==> src/rtl/if_stage.sv <==
// Instruction-fetch stage: PC register, PC+4, branch redirect, and the IF/ID
// pipeline register with freeze/flush, plus a saturating retired-fetch counter.
module if_stage #(
    parameter int unsigned           INSTR_W  = 32,
    parameter int unsigned           ADDR_W   = 32,
    parameter logic [ADDR_W-1:0]     RESET_PC = '0
) (
    input  logic               clk,
    input  logic               rst,
    input  logic               freeze,
    input  logic               flush,
    input  logic               branch_taken,
    input  logic [ADDR_W-1:0]  branch_addr,
    output logic [ADDR_W-1:0]  imem_addr,
    output logic               imem_read,
    input  logic [INSTR_W-1:0] imem_rdata,
    output logic [ADDR_W-1:0]  if_id_pc,
    output logic [INSTR_W-1:0] if_id_instr,
    output logic               if_id_valid,
    output logic [31:0]        fetch_count
);

    localparam int unsigned CNT_W = 32;

    logic [ADDR_W-1:0]  pc_q, pc_d;
    logic [ADDR_W-1:0]  pc_plus4;
    logic [ADDR_W-1:0]  if_id_pc_q, if_id_pc_d;
    logic [INSTR_W-1:0] if_id_instr_q, if_id_instr_d;
    logic               if_id_valid_q, if_id_valid_d;
    logic [CNT_W-1:0]   fetch_count_q, fetch_count_d;
    logic               squash;
    logic               load;

    assign pc_plus4  = pc_q + ADDR_W'(4);
    assign imem_addr = pc_q;
    assign imem_read = !rst;

    // A redirect squashes the instruction fetched in the branch cycle.
    assign squash = flush || branch_taken;
    assign load   = !squash && !freeze;

    // Next-state for PC, IF/ID and counter.
    always_comb begin
        pc_d          = pc_q;
        if_id_pc_d    = if_id_pc_q;
        if_id_instr_d = if_id_instr_q;
        if_id_valid_d = if_id_valid_q;
        fetch_count_d = fetch_count_q;

        if (branch_taken) begin
            pc_d = {branch_addr[ADDR_W-1:2], 2'b00};
        end else if (!freeze) begin
            pc_d = pc_plus4;
        end

        if (squash) begin
            if_id_pc_d    = '0;
            if_id_instr_d = '0;
            if_id_valid_d = 1'b0;
        end else if (!freeze) begin
            if_id_pc_d    = pc_plus4;
            if_id_instr_d = imem_rdata;
            if_id_valid_d = 1'b1;
        end

        if (load && (fetch_count_q != '1)) begin
            fetch_count_d = fetch_count_q + CNT_W'(1);
        end
    end

    always_ff @(posedge clk) begin
        if (rst) begin
            pc_q          <= RESET_PC;
            if_id_pc_q    <= '0;
            if_id_instr_q <= '0;
            if_id_valid_q <= 1'b0;
            fetch_count_q <= '0;
        end else begin
            pc_q          <= pc_d;
            if_id_pc_q    <= if_id_pc_d;
            if_id_instr_q <= if_id_instr_d;
            if_id_valid_q <= if_id_valid_d;
            fetch_count_q <= fetch_count_d;
        end
    end

    assign if_id_pc    = if_id_pc_q;
    assign if_id_instr = if_id_instr_q;
    assign if_id_valid = if_id_valid_q;
    assign fetch_count = fetch_count_q;

endmodule

==> config.mk <==
export PLATFORM = sky130hd
export DESIGN_NAME = if_stage
export DESIGN_NICKNAME = d
export VERILOG_FILES = /design/src/rtl/if_stage.sv
export SDC_FILE = /design/constraint.sdc
export NUM_CORES = 1
export LEC_CHECK = 0
export ABC_AREA = 1
export CORE_ASPECT_RATIO = 0.7
export CORE_MARGIN = 5
export CORE_UTILIZATION = 43
export CTS_CLUSTER_DIAMETER = 120
export DETAILED_ROUTE_END_ITERATION = 6
export GPL_ROUTABILITY_DRIVEN = 1
export PLACE_DENSITY = 0.78
export SYNTH_ARGS = -nofsm -noshare
export SYNTH_HDL_FRONTEND = slang
export SYNTH_SLANG_ARGS = --single-unit
==> constraint.sdc <==
create_clock -name clk -period 1.5 [get_ports clk]
set_input_delay 0.15 -clock clk [delete_from_list [all_inputs] [get_ports clk]]
set_output_delay 0.15 -clock clk [all_outputs]
set_load 0.005 [all_outputs]
M1 wires:
Drawn at 3 px/µm.
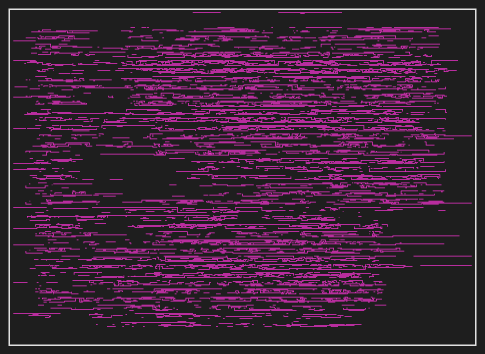
main direction	horizontal
longest straight run	35.9 µm
wire length on this layer	10200 µm
nets with wire on the layer	1247

Zoomed window:
Region (26, 71) to (51, 96) µm. Cells in gray, sequential cells in the stronger gray; small squares are vias.
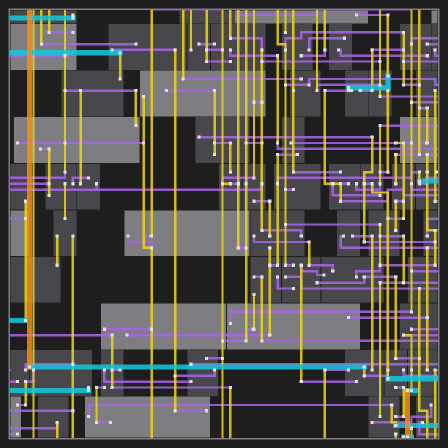
layer	color
M2	yellow
M3	cyan
M4	orange
M1	purple
sequential cells in the window	7
most frequent	nand2_1 (10), dfxtp_1 (6)
netlist names of flops here include	if_id_pc (4), if_id_instr (2)
cells with their middle in the window	49

Congestion heat map:
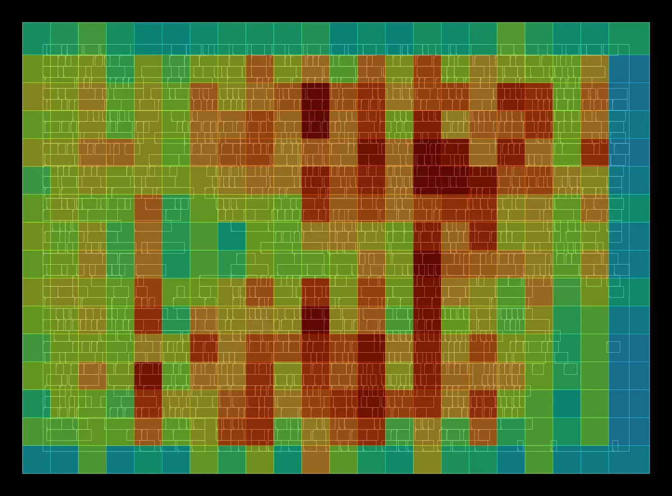
GRT busiest layer: met2
post-layout util: 73.98%
routing usage on met2: 39.48%
Global Route met1 Usage: 34.32%

==> out/results.ini <==
[yosys]
avgSynthCellArea_um2=6.422
ys.flop_type=dfxtp_1
ys_area_mm2=0.006326
mux_share_pct=0
synthSimpleGateAreaFrac_pct=37.36
synth_warnings=0
async_flop_share_pct=0
edf_count=0
ys_seq_share_pct=39.56

[pwr]
p_leak_nw=4.448
vdd_drop_max_mv=0.8060
power.density_mw_per_mm2=773.4

[routing]
drt_iter0_markers=675
antenna_left=0
first_pass_iters=6

[sta]
finalCritPeriodShare_pct=112.6
maxSlewHeadroom_pct=55.13
period_minus_slack_ns=1.689
hold_violations=0
setup_viol=55
skew_ns=0.01508
layout_setup_ws_ns=-0.1889

[setup_path]
startpoint_type=flop
cp.buffers_inverters=2
path_max_fanout=4
slowest_stage=dfxtp_4
ff2ff_setup_slack_ns=-0.19
cp.required_ns=1.85

[finish]
nFillCells=1119
flops=125
comb.multi_input.count=741
fin_nets=1376
nNonClkBuffers=345
mostFrequentLayoutCells=313 x nand2_1, 132 x clkdlybuf4s50_1, 127 x buf_4

[clock_tree]
clock-sinks=125
cts_resized=144
htree_levels=4
ctsHoldBuffers=0
clk_pin_slew_ns=0.06
clockBufferDepth=2
cts_buffers=17

[status]
violations=setup timing
status=finished, violations left

[floorplanning]
die-area_mm2=0.01728
fp.dieW_um=155.0

[grt]
grtUsageTotal_pct=26.44
grt_overflow_total=0

[place]
pre_cts_ws_ns=-0.2006
port_buffers=192
dp.cells=1459

## final timing paths
kind              cells after the start          from              to
hold / removal                        4           rst  fetch_count[0]
setup / recovery                      9  imem_addr[2]    if_id_pc[12]
setup reg to reg                      9  imem_addr[2]    if_id_pc[12]
hold reg to reg                       2  if_id_pc[16]    if_id_pc[16]
## where the power goes
| part | switching [mW] | total [mW] | internal (mW) |
|---|---|---|---|
| Clock | 1.68 | 3.83 | 2.14 |
| Combinational | 0.519 | 1.04 | 0.522 |
| Sequential | 0.0724 | 3.47 | 3.40 |
| Total | 2.28 | 8.34 | 6.07 |
## layer usage
metal / track usage (%) / wire length, µm
met1: 34.32 / 10200
met2: 39.48 / 10830
met3: 11.73 / 3315
met4: 8.412 / 881
met5: 0 / 0
Power figures rest on the tool's default switching activity, not on a simulated workload.
